Fig. 1: run 1, signal wires on met1
Scale: 2 px per um. Supply wires on this layer in gray.
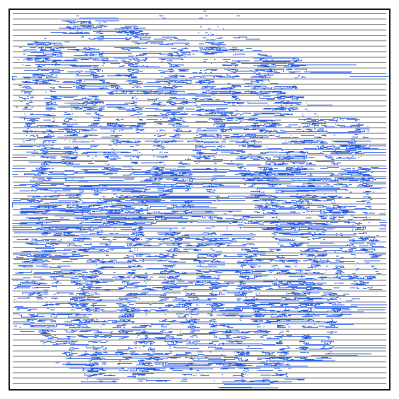
Fig. 2: run 1, signal wires on met2
Scale: 1.5 px per um.
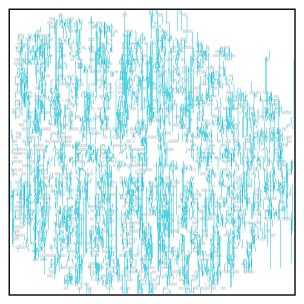
Fig. 3: run 1, signal wires on met3
Scale: 2 px per um.
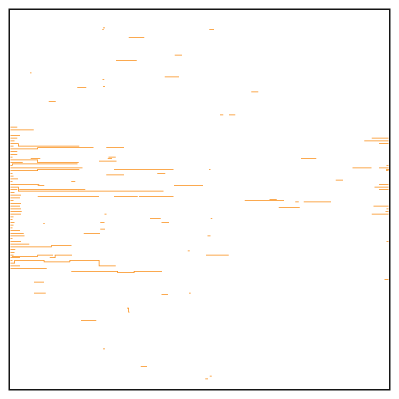
<file path="src/rtl/energy_term_gen.sv">
// Ising energy row-term generator: latches a spin vector, consumes one coupling row per
// handshake and emits s_r * sum_c(s_c * J[r][c]). Option: ENERGY_TERM_GEN_DIAG_SKIP_EN.
module energy_term_gen #(
  parameter int unsigned NUM_SPIN  = 16,
  parameter int unsigned J_WIDTH   = 4,
  parameter int unsigned OUT_WIDTH = 16
) (
  input  logic                          clk_i,
  input  logic                          rst_i,
  input  logic                          en_i,
  input  logic                          clear_i,
  input  logic                          start_i,
  input  logic [NUM_SPIN-1:0]           spin_i,
  input  logic                          j_valid_i,
  output logic                          j_ready_o,
  input  logic [NUM_SPIN*J_WIDTH-1:0]   j_row_i,
  output logic signed [OUT_WIDTH-1:0]   term_o,
  output logic                          term_valid_o,
  output logic                          last_o,
  output logic                          busy_o
);

  localparam int unsigned RW        = (NUM_SPIN > 1) ? $clog2(NUM_SPIN) : 1;
  localparam int unsigned MIN_OUT_W = J_WIDTH + $clog2(NUM_SPIN) + 1;
  localparam logic [RW-1:0] LAST_ROW = RW'(NUM_SPIN - 1);

  typedef enum logic [1:0] {ST_IDLE, ST_RUN, ST_FLUSH} state_e;

  generate
    if (OUT_WIDTH < MIN_OUT_W) begin : g_width_check
      $error("energy_term_gen: OUT_WIDTH too narrow for exact row terms");
    end
  endgenerate

  state_e                       state_q, state_d;
  logic [RW-1:0]                r_q, r_d;
  logic [NUM_SPIN-1:0]          spin_q, spin_d;
  logic signed [OUT_WIDTH-1:0]  term_q, term_d;
  logic                         tv_q, tv_d;
  logic                         last_q, last_d;

  logic                         hs;
  logic signed [OUT_WIDTH-1:0]  j_ext;
  logic signed [OUT_WIDTH-1:0]  row_sum;
  logic signed [OUT_WIDTH-1:0]  row_term;

  // clear_i wins over a handshake presented in the same cycle
  assign hs = (state_q == ST_RUN) && en_i && j_valid_i && !clear_i;

  // State register and datapath registers
  always_ff @(posedge clk_i) begin
    if (rst_i) begin
      state_q <= ST_IDLE;
      r_q     <= '0;
      spin_q  <= '0;
      term_q  <= '0;
      tv_q    <= 1'b0;
      last_q  <= 1'b0;
    end else begin
      state_q <= state_d;
      r_q     <= r_d;
      spin_q  <= spin_d;
      term_q  <= term_d;
      tv_q    <= tv_d;
      last_q  <= last_d;
    end
  end

  // Next-state logic
  always_comb begin
    state_d = state_q;
    if (en_i) begin
      if (clear_i) begin
        state_d = ST_IDLE;
      end else begin
        unique case (state_q)
          ST_IDLE:  if (start_i) state_d = ST_RUN;
          ST_RUN:   if (hs && (r_q == LAST_ROW)) state_d = ST_FLUSH;
          ST_FLUSH: state_d = ST_IDLE;
          default:  state_d = ST_IDLE;
        endcase
      end
    end
  end

  // Row arithmetic; widths are sized so negating the most negative J stays exact
  always_comb begin
    row_sum = '0;
    j_ext   = '0;
    for (int c = 0; c < NUM_SPIN; c++) begin
      j_ext = OUT_WIDTH'($signed(j_row_i[c*J_WIDTH +: J_WIDTH]));
`ifdef ENERGY_TERM_GEN_DIAG_SKIP_EN
      if (RW'(c) == r_q) j_ext = '0;
`endif
      row_sum = spin_q[c] ? (row_sum + j_ext) : (row_sum - j_ext);
    end
    row_term = spin_q[r_q] ? row_sum : -row_sum;
  end

  // Output / datapath next values; everything holds while en_i is low
  always_comb begin
    r_d    = r_q;
    spin_d = spin_q;
    term_d = term_q;
    tv_d   = tv_q;
    last_d = last_q;
    if (en_i) begin
      tv_d   = 1'b0;
      last_d = 1'b0;
      if (clear_i) begin
        r_d = '0;
      end else if ((state_q == ST_IDLE) && start_i) begin
        spin_d = spin_i;
        r_d    = '0;
      end else if (hs) begin
        term_d = row_term;
        tv_d   = 1'b1;
        last_d = (r_q == LAST_ROW);
        r_d    = (r_q == LAST_ROW) ? '0 : r_q + RW'(1);
      end
    end
  end

  assign j_ready_o    = (state_q == ST_RUN) && en_i;
  assign term_o       = term_q;
  assign term_valid_o = tv_q && en_i;
  assign last_o       = last_q && en_i;
  assign busy_o       = (state_q != ST_IDLE) || tv_q;

endmodule
</file>
<file path="config.mk">
export PLATFORM = sky130hd
export DESIGN_NAME = energy_term_gen
export DESIGN_NICKNAME = d
export VERILOG_FILES = /design/src/rtl/energy_term_gen.sv
export SDC_FILE = /design/constraint.sdc
export NUM_CORES = 1
export LEC_CHECK = 0
export ABC_AREA = 1
export ABC_CLOCK_PERIOD_IN_PS = 23100
export CORE_UTILIZATION = 40
export DETAILED_ROUTE_END_ITERATION = 7
export GPL_TIMING_DRIVEN = 0
export HOLD_SLACK_MARGIN = 0.12
export PLACE_DENSITY = 0.59
export SYNTH_ARGS = -nofsm -noshare
export SYNTH_HDL_FRONTEND = slang
export SYNTH_SLANG_ARGS = --single-unit
</file>
<file path="constraint.sdc">
create_clock -name clk_i -period 23.1 [get_ports clk_i]
set_input_delay 2.31 -clock clk_i [delete_from_list [all_inputs] [get_ports clk_i]]
set_output_delay 2.31 -clock clk_i [all_outputs]
set_load 0.005 [all_outputs]
</file>
==> flow_summary.ini, run 1 <==
; flow metrics
[worst_hold_path]
hp-class = register to register

[yosys]
top_cells_by_area = ha_1, xor2_1, nand2_1
numSynthFlops = 40
syn_area_um2 = 14060
async_reset_ff_share_pct = 0
syn_area_per_cell_um2 = 6.337
yosys_cells = 2219
yosys_area_um2 = 14060
yosysTopAreaCell = ha_1
yosysTopAreaCellShare_pct = 25.18
ff_type = dfxtp_1

[route]
route.met3.wl_um = 1049
route.layer.met1.wl_um = 17780
dr.max_layer_used = met5
detail-route-antenna-nets = 0
drt_iter0_markers = 445

[die]
chipHeight_um = 189.5
core_area_um2 = 34540
io_pins = 106
rows = 68

[setup_path]
startpoint_type = primary input
critPathArrivalTime_ns = 16.61
path_depth = 85
required_ns = 23.30
r2r_slack_ns = 8.69
setup.worst_path.start = j_row_i[4]
cp_common_cell = inv_1
slowest_delay_ns = 0.50
cpLargestDelayFamily = adder cells
regToRegStartpoint = spin_q[1]
worstPathMaxFanout = 5
cp-end-kind = register
regToRegEndpoint = term_o[15]

[clocking]
cts_hold_buffers = 0
cts_buffer_depth = 2
clock_sinks = 40
cts_tree = built

[cells_and_area]
fillers = 3662
layout-drive-gt1-share_pct = 2.787
synthToLayoutAreaGrowth_pct = 12.81
layout_top_cell = nand2_1

[placed_design]
place.gp.congestion = 0.8779
place_hpwl_um = 32120
io_buffer_count = 105

[global_routing]
grt_pass1_wl_um = 61430
overflow = 0
antenna_found_initial = 4
track_usage_pct = 20.40
grt_max_degree = 14

[outcome]
run_status = finished, final reports clean

[timing]
rsz0062_at_grt = no
slew_violations = 0
fmax_mhz = 60.95
whs_ns = 0.4813
fin_setup_tns_ns = 0

[run]
max-cap-violations = 0
-- Fig. 1 (at the start) --
The layer carries 17800 um of wire. 2575 nets have wire on it.
drt total wl: 36430 um
GR Layer Usage met1: 25.98%
vias after detailed routing: 13890

-- Fig. 2 (at the start) --
2182 nets have wire on it. The layer carries 17000 um of wire.
GRT met2 Usage: 36.97%

-- Fig. 3 (at the start) --
110 nets have wire on it. The wires run mostly horizontal. The layer carries 1050 um of wire. The layer holds 2.9% of the routed length.
routing usage on met3: 2.206%

-- run 1: worst min-delay path: stages (launching register included) --
cell,delay [ns]
dfxtp_1,0.31
nand2_1,0.06
a21oi_1,0.06
-- run 1: cells in the mapped netlist, types with 11 or more instances --
library cell and count:
nand2_1 385, ha_1 283, a21oi_1 252, xor2_1 167
xnor2_1 41, nor3_1 26, a22oi_1 15, o21bai_1 23
o21ai_1 19, dfxtp_1 40, nor2_1 197, inv_1 378
a21o_1 11, nand3_1 121, o21ai_0 98, a31oi_1 16
fa_1 15, inv_2 18, nand4_1 21
-- run 1: kinds of logic after synthesis --
kind of cell,after synthesis,synth area share [%]
simple gates,780,23.30
buf+inv,415,11.37
fa+ha+maj,298,27.32
xor+xnor,212,13.50
flops,40,5.695
compound gates,474,18.82
-- run 1: how the worst min path moves through the flow --
stage,startpoint,endpoint,slack (ns),cells after the start
after floorplan,last_q,last_q,0.44,2
after global placement,tv_q,tv_q,0.47,2
after detailed placement,last_q,last_q,0.47,2
after CTS,last_q,last_q,0.48,2
after global routing,last_q,last_q,0.50,2
final,last_q,last_q,0.48,2
-- run 1: flip-flops by register name, indices dropped and copies added (netlist names) --
| signal | count |
|---|---|
| last_q | 1 |
| r_q | 4 |
| spin_q | 16 |
| state_q | 2 |
| term_o | 16 |
| tv_q | 1 |
-- run 1: metrics by stage --
step / instance area, um^2 / setup WS (ns) / util, % / std cells
final: 15860 / 6.693 / 45.92 / 2788
after global routing: 15860 / 5.250 / 45.91 / 2787
after CTS: 15860 / 6.732 / 45.91 / 2787
after detailed placement: 15680 / 6.471 / 45.40 / 2779
after global placement: 15680 / 6.536 / 45.40 / 2779
after floorplan: 14060 / 8.487 / - / 2219
-- run 1: layer usage --
layer,GRT usage (%),vias up
met2,36.97,166
li1,-,7567
met5,0,-
met4,3.567,6
met1,25.98,6116
met3,2.206,31
-- run 1: layout make-up --
class	count	area (um^2)	area share, %
Multi-Input combinational cell	1764	11660	73.52
Tap cell	455	569.3	3.589
Sequential cell	40	800.8	5.049
Clock inverter	2	38.79	0.2445
Timing Repair Buffer	105	1051	6.626
Inverter	399	1498	9.442
Antenna cell	1	2.502	0.01578
Clock buffer	6	138.9	0.8756
Buffer	16	101.3	0.6389
Fig. 4: run 1, placed standard cells
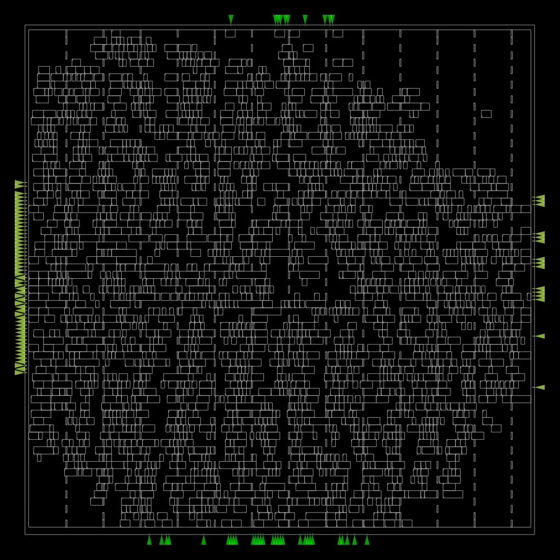

==> run 1 -> run 2 <==
--- a/config.mk
+++ b/config.mk
@@ -6,12 +6,12 @@
 export NUM_CORES = 1
 export LEC_CHECK = 0
 export ABC_AREA = 1
-export ABC_CLOCK_PERIOD_IN_PS = 23100
+export ABC_CLOCK_PERIOD_IN_PS = 14900
 export CORE_UTILIZATION = 40
 export DETAILED_ROUTE_END_ITERATION = 7
 export GPL_TIMING_DRIVEN = 0
 export HOLD_SLACK_MARGIN = 0.12
-export PLACE_DENSITY = 0.59
+export PLACE_DENSITY = 0.61
 export SYNTH_ARGS = -nofsm -noshare
 export SYNTH_HDL_FRONTEND = slang
 export SYNTH_SLANG_ARGS = --single-unit
==> constraint.sdc (replaced) <==
create_clock -name clk_i -period 14.9 [get_ports clk_i]
set_input_delay 1.49 -clock clk_i [delete_from_list [all_inputs] [get_ports clk_i]]
set_output_delay 1.49 -clock clk_i [all_outputs]
set_load 0.005 [all_outputs]
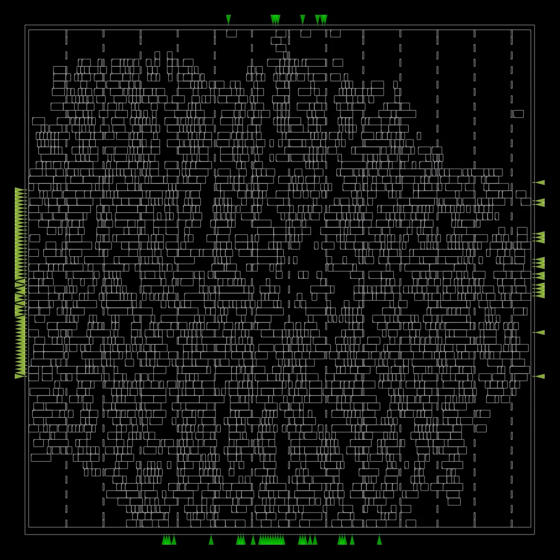
Fig. 5. Placed standard cells (run 2).
fin util: 50.04%
Seq area share: 4.632%
Flops: 40

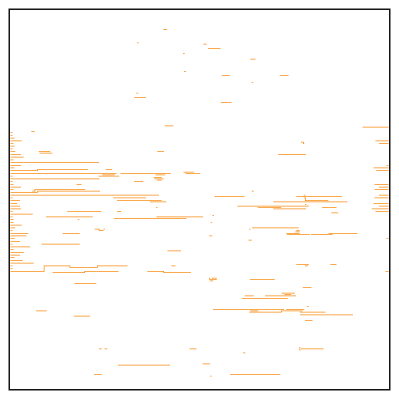
Fig. 6. Signal wires on met3 (run 2).
Scale: 2 px per um.
The layer carries 1550 um of wire. The wires run mostly horizontal.
drt total wl: 38280 um
routing usage on met3: 2.113%

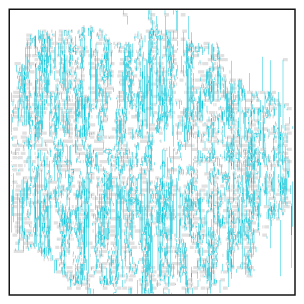
Fig. 7. Signal wires on met2 (run 2).
Scale: 1.5 px per um.
The wires run mostly vertical. 2237 nets have wire on it.
GRT met2 Usage: 35.91%
vias after detailed routing: 14340

==> run 2 against run 1 <==
  * Hold slack lost 0.0042 ns
  * Via count increased by 3.3%
  * Register-to-register slack worse by 7.3 ns
  * Highest routed layer unchanged
  * Design area is 9.0% higher
  * Critical endpoint unchanged
==> flow_summary.ini, run 2 <==
; flow metrics
[global_routing]
overflow = 0
antenna_found_initial = 2
grt_max_degree = 14
grt_pass1_wl_um = 60950
track_usage_pct = 20.27

[yosys]
top_cells_by_area = ha_1, xor2_1, nand2_1
aoi_share_pct = 18.82
synth.cellmix.simpleShare_pct = 23.30
ff_type = dfxtp_1
adder_share_pct = 27.32
most_common_cell = nand2_1
yosys-top-cells-count = nand2_1, inv_1, ha_1
ys_sh_xor_pct = 13.50
syn_area_per_cell_um2 = 6.337
yosysTopAreaCell = ha_1
numSynthFlops = 40
logic_family = adder cells
yosys_area_um2 = 14060
edf_count = 0
mux_share_pct = 0
yosysTopAreaCellShare_pct = 25.18
yosys_cells = 2219
async_reset_ff_share_pct = 0
syn_area_um2 = 14060

[setup_path]
startpoint_type = primary input
critPathArrivalTime_ns = 14.42
required_ns = 15.10
regToRegStartpoint = spin_q[1]
slowest_delay_ns = 0.57
worstPathMaxFanout = 4
regToRegEndpoint = term_o[15]
cp-end-kind = register
r2r_slack_ns = 1.38
rr_worst_depth = 88
cp_common_cell = inv_1

[outcome]
run_status = finished, final reports clean

[cells_and_area]
synthToLayoutAreaGrowth_pct = 22.94
comb_area_um2 = 12720
layout-drive-gt1-share_pct = 12.58
fillers = 3497
seqCellArea_um2 = 800.8
layout_top_cell = nand2_1
final_area_um2 = 17290

[timing]
fin_crit_ns = 14.22
setup_viol_count_final = 0
whs_ns = 0.4771
slew_violations = 0
fmax_mhz = 70.30
maxSlewHeadroom_pct = 51.69

[clocking]
cts_buffer_depth = 2
cts_tree = built
clock_sinks = 40

[route]
drt_iter0_markers = 715
via_per_inst = 5.063
detail-route-antenna-nets = 0

[run]
max-cap-violations = 0

[placed_design]
io_buffer_count = 105
place.gp.congestion = 0.9126
place_hpwl_um = 31710
placedInstanceArea_um2 = 15680

[die]
io_pins = 106
chipHeight_um = 189.5
chip_area_um2 = 35910
core_area_um2 = 34540
rows = 68

[worst_hold_path]
min_path_cells = 2
hp-class = register to register
hold-path-endpoint = last_q
hold_start = last_q
[run 2: netlist changes by cell type in the layout (fill, tap and decap cells not counted), moves of 27 or more]
cell / change
a21oi_2: +35
inv_1: -30
a21oi_1: -36
ha_1: -36
inv_2: +27
buf_4: +40
ha_4: +29
[run 2: worst max-delay path: cells and delay by family]
family          cells  cell delay, ns
fa+ha+maj          16            5.36
simple gates       24            2.19
xor+xnor           12            1.99
compound gates     13            1.68
buf+inv            19            1.64
[run 2: how the worst max path moves through the flow]
stage | startpoint | end | slack (ns) | cells past startpoint
2_1_floorplan | j_row_i[4] | term_o[15] | 1.11 | 84
3_3_place_gp | j_row_i[4] | term_o[15] | -0.90 | 85
3_5_place_dp | j_row_i[4] | term_o[15] | -0.93 | 85
4_1_cts | j_row_i[4] | term_o[15] | 0.007 | 77
5_1_grt | j_row_i[4] | term_o[15] | -0.22 | 89
6_report | j_row_i[4] | term_o[15] | 0.68 | 84
[run 2: timing repair]
item / in CTS / in global routing
endpoints found under the setup margin: 3 / 6
resized: 34 / 204
buffers inserted: 10 / 34
hold buffers: 0 / 0
pin swaps: 14 / 127
hold endpoints to repair: 0 / 0
[run 2: per-layer routing]
layer | share of wire (%) | global-route usage (%) | vias to the layer above | wire, um
li1 | - | - | 7663 | -
met1 | 47 | 26.37 | 6376 | 17840
met2 | 47 | 35.91 | 264 | 18180
met5 | 0.044 | 0 | - | 17
met4 | 1.8 | 3.970 | 2 | 695
met3 | 4.0 | 2.113 | 34 | 1550
[run 2: cells by family after synthesis]
| group | Yosys count |
|---|---|
| buffers and inverters | 415 |
| flip-flops | 40 |
| AND-OR/OR-AND | 474 |
| AND/OR/NAND/NOR | 780 |
| XOR/XNOR | 212 |
| adder cells (fa/ha/maj) | 298 |
[run 2: layout make-up]
class,count,share of cell area [%]
Antenna cell,1,0.01448
Buffer,16,0.5863
Clock buffer,6,0.8034
Clock inverter,2,0.2244
Inverter,399,8.707
Multi-Input combinational cell,1764,73.60
Sequential cell,40,4.632
Tap cell,455,3.293
Timing Repair Buffer,149,8.135
[run 2: through the flow]
step	instances	worst slack, ns	TNS (ns)
after floorplan	2219	1.107	0
after global placement	2779	-0.9029	-1.963
after detailed placement	2779	-0.9266	-2.035
after CTS	2797	0.007399	0
after global routing	2831	-0.2218	-0.2218
final	2832	0.6758	0
Fig. 8: run 2, signal wires on met1
Scale: 2 px per um. Supply wires on this layer in gray.
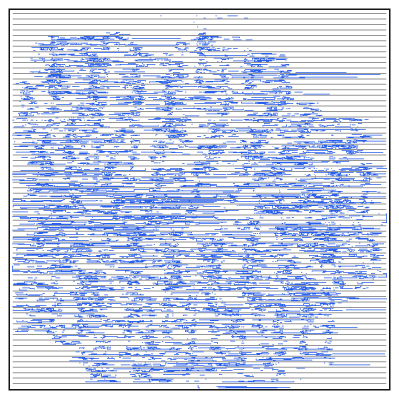

==> run 2 -> run 3 <==
--- a/config.mk
+++ b/config.mk
@@ -7,7 +7,9 @@
 export LEC_CHECK = 0
 export ABC_AREA = 1
 export ABC_CLOCK_PERIOD_IN_PS = 14900
+export CORE_MARGIN = 1.5
 export CORE_UTILIZATION = 40
+export CTS_CLUSTER_DIAMETER = 100
 export DETAILED_ROUTE_END_ITERATION = 7
 export GPL_TIMING_DRIVEN = 0
 export HOLD_SLACK_MARGIN = 0.12
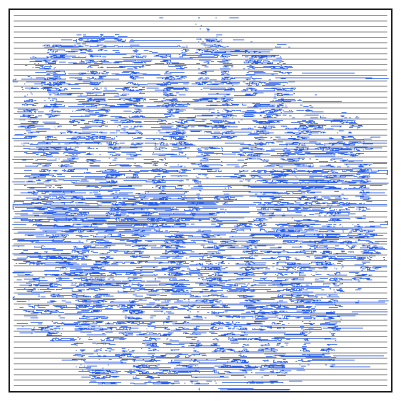
Fig. 9. Signal wires on met1 (run 3).
Scale: 2 px per um. Supply wires on this layer in gray.
The layer carries 18500 um of wire. The layer holds 47% of the routed length. 2647 nets have wire on it. The wires run mostly horizontal.
drt total wl: 39170 um
vias after detailed routing: 14530
GR Layer Usage met1: 26.37%

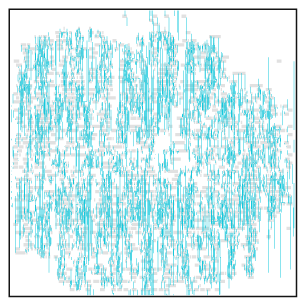
Fig. 10. Signal wires on met2 (run 3).
Scale: 1.5 px per um.
The longest straight run is 64.9 um. The wires run mostly vertical.
GRT met2 Usage: 36.27%

==> run 3 against run 2 <==
  * Sequential cell count stayed put
  * Synthesized cell count stayed put
  * Largest cell class unchanged
  * Synthesized area stayed put
  * Clock skew is 0.0054 ns higher
  * Setup slack got worse by 0.18 ns
  * Via count rose by 1.3%
  * Highest routed layer unchanged
  * Count of clock-buffer cells in the layout fell by 1
  * Critical path type unchanged
  * Die size is 1.1% higher
==> flow_summary.ini, run 3 <==
; flow metrics
[yosys]
yosys_cells = 2219
logic_family = adder cells
top_cells_by_area = ha_1, xor2_1, nand2_1
synth_cell_types = 54
synth.cellmix.simpleShare_pct = 23.30
aoi_share_pct = 18.82
syn_area_um2 = 14060
syn_area_per_cell_um2 = 6.337
yosys_area_um2 = 14060
syn-num-nets = 2603
ys_sh_xor_pct = 13.50
edf_count = 0
most_common_cell = nand2_1
yosysTopAreaCell = ha_1
async_reset_ff_share_pct = 0
yosysTopAreaCellShare_pct = 25.18
numSynthFlops = 40
ys_seq_share_pct = 5.695
mux_share_pct = 0
yosys-top-cells-count = nand2_1, inv_1, ha_1
adder_share_pct = 27.32
ff_type = dfxtp_1

[route]
first_pass_iters = 5
detail-route-antenna-nets = 0
via_per_inst = 5.083
wl_per_cell_um = 13.70
drc = 0
drt_iter0_markers = 627

[cells_and_area]
layout_top_cell = nand2_1
layout-drive-gt1-share_pct = 15.02
layoutNonFillerInstCount = 2859
layout_top_cells = nand2_1, inv_1, ha_1
synthToLayoutAreaGrowth_pct = 27.21
nets = 2786

[timing]
setup_viol_count_final = 0
fin_ws_ns = 0.4989
maxSlewHeadroom_pct = 49.49
finalHoldViolCount = 0
worst_pin_slew_ns = 0.7577
whs_ns = 0.4780
fin_crit_ns = 14.40
fin_setup_tns_ns = 0
slew_violations = 0
fin_crit_sh_pct = 96.65
fmax_mhz = 69.44
final.setup_skew_ns = 0.01557

[clocking]
cts_buffer_depth = 2
clock_latency_ns = 0.30
cts_tree = built
cts_root_buf = clkbuf_16
clock_sinks = 40
cts_buffers = 5

[placed_design]
place.gp.congestion = 0.8860
preCtsSetupSlack_ns = -0.8934
io_buffer_count = 105
dp_cells = 2779
place_hpwl_um = 31700

[global_routing]
busiest_layer = met2
track_usage_pct = 20.31
grt_pass1_vias = 13650
grt_max_degree = 15
overflow = 0
grtUsageMet3_pct = 2.079
antenna_found_initial = 2
grt_pass1_wl_um = 62020

[die]
fp.dieW_um = 190.5
rows = 68
chip_area_um2 = 36290
initCoreUtil_pct = 40.71
io_pins = 106
core_area_um2 = 34540
chipHeight_um = 190.5

[setup_path]
worstPathMaxFanout = 4
cp-end-kind = register
slowest_delay_ns = 0.50
startpoint_type = primary input
setup.worst_path.class = primary input to register
critPathArrivalTime_ns = 14.60
required_ns = 15.10

[run]
max-cap-violations = 0
tool_warnings = 27

[outcome]
run_status = finished, final reports clean

[worst_hold_path]
hp-class = register to register
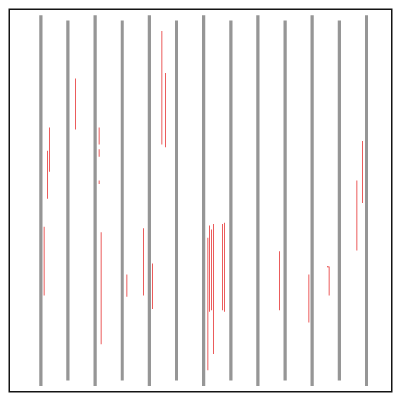
Fig. 11. M4 wires (run 3).
Scale: 2 px per um. Supply wires on this layer in gray.
The longest straight run is 66.0 um. The layer carries 767 um of wire.

-- run 3: logic make-up after synthesis --
| kind of cell | count (synthesis) |
|---|---|
| AND-OR/OR-AND | 474 |
| XOR/XNOR | 212 |
| adder cells (fa/ha/maj) | 298 |
| buffers and inverters | 415 |
| flip-flops | 40 |
| AND/OR/NAND/NOR | 780 |
-- run 3: what timing repair did --
| action | CTS | global route |
|---|---|---|
| pin swaps | 16 | 153 |
| gates resized | 36 | 245 |
| setup buffers | 16 | 55 |
| setup endpoints to repair | 3 | 6 |
| hold buffers | 0 | 0 |
-- run 3: area by class of cell --
class                      count  area [um^2]
fill                        3410        16660
multi-input combinational   1764        13140
timing repair buffer         176         1603
inverter                     399         1500
sequential                    40        800.8
tap                          455        569.3
clock buffer                   5        125.1
buffer                        16        101.3
clock inverter                 3        46.29
antenna                        1        2.502
-- run 3: worst max-delay path, delay by kind of cell --
| family | cells | cell delay (ns) |
|---|---|---|
| xor gates and xnor gates | 14 | 2.45 |
| adders and majority gates | 15 | 4.44 |
| and+or+nand+nor | 23 | 2.15 |
| buffers and inverters | 20 | 2.05 |
| AOI/OAI and AO/OA | 14 | 2.01 |
-- run 3: final timing paths --
kind / slack (ns) / end / from / depth (start not counted)
setup reg to reg: 1.48 / term_o[15] / spin_q[1] / 84
setup / recovery: 0.50 / term_o[15] / j_row_i[6] / 86
hold reg to reg: 0.48 / last_q / last_q / 2
hold / removal: 0.48 / last_q / last_q / 2
-- run 3: metrics by stage --
stage          area [um^2]  utilization (%)
3_3_place_gp         15680            45.40
3_5_place_dp         15680            45.40
6_report             17890            51.78
5_1_grt              17880            51.77
2_1_floorplan        14060                -
4_1_cts              16110            46.65
-- run 3: per-layer routing --
layer  routed length [um]  part of all wire, %
met5                   34                0.087
met4                  767                  2.0
met3                 1050                  2.7
met2                18830                   48
met1                18500                   47
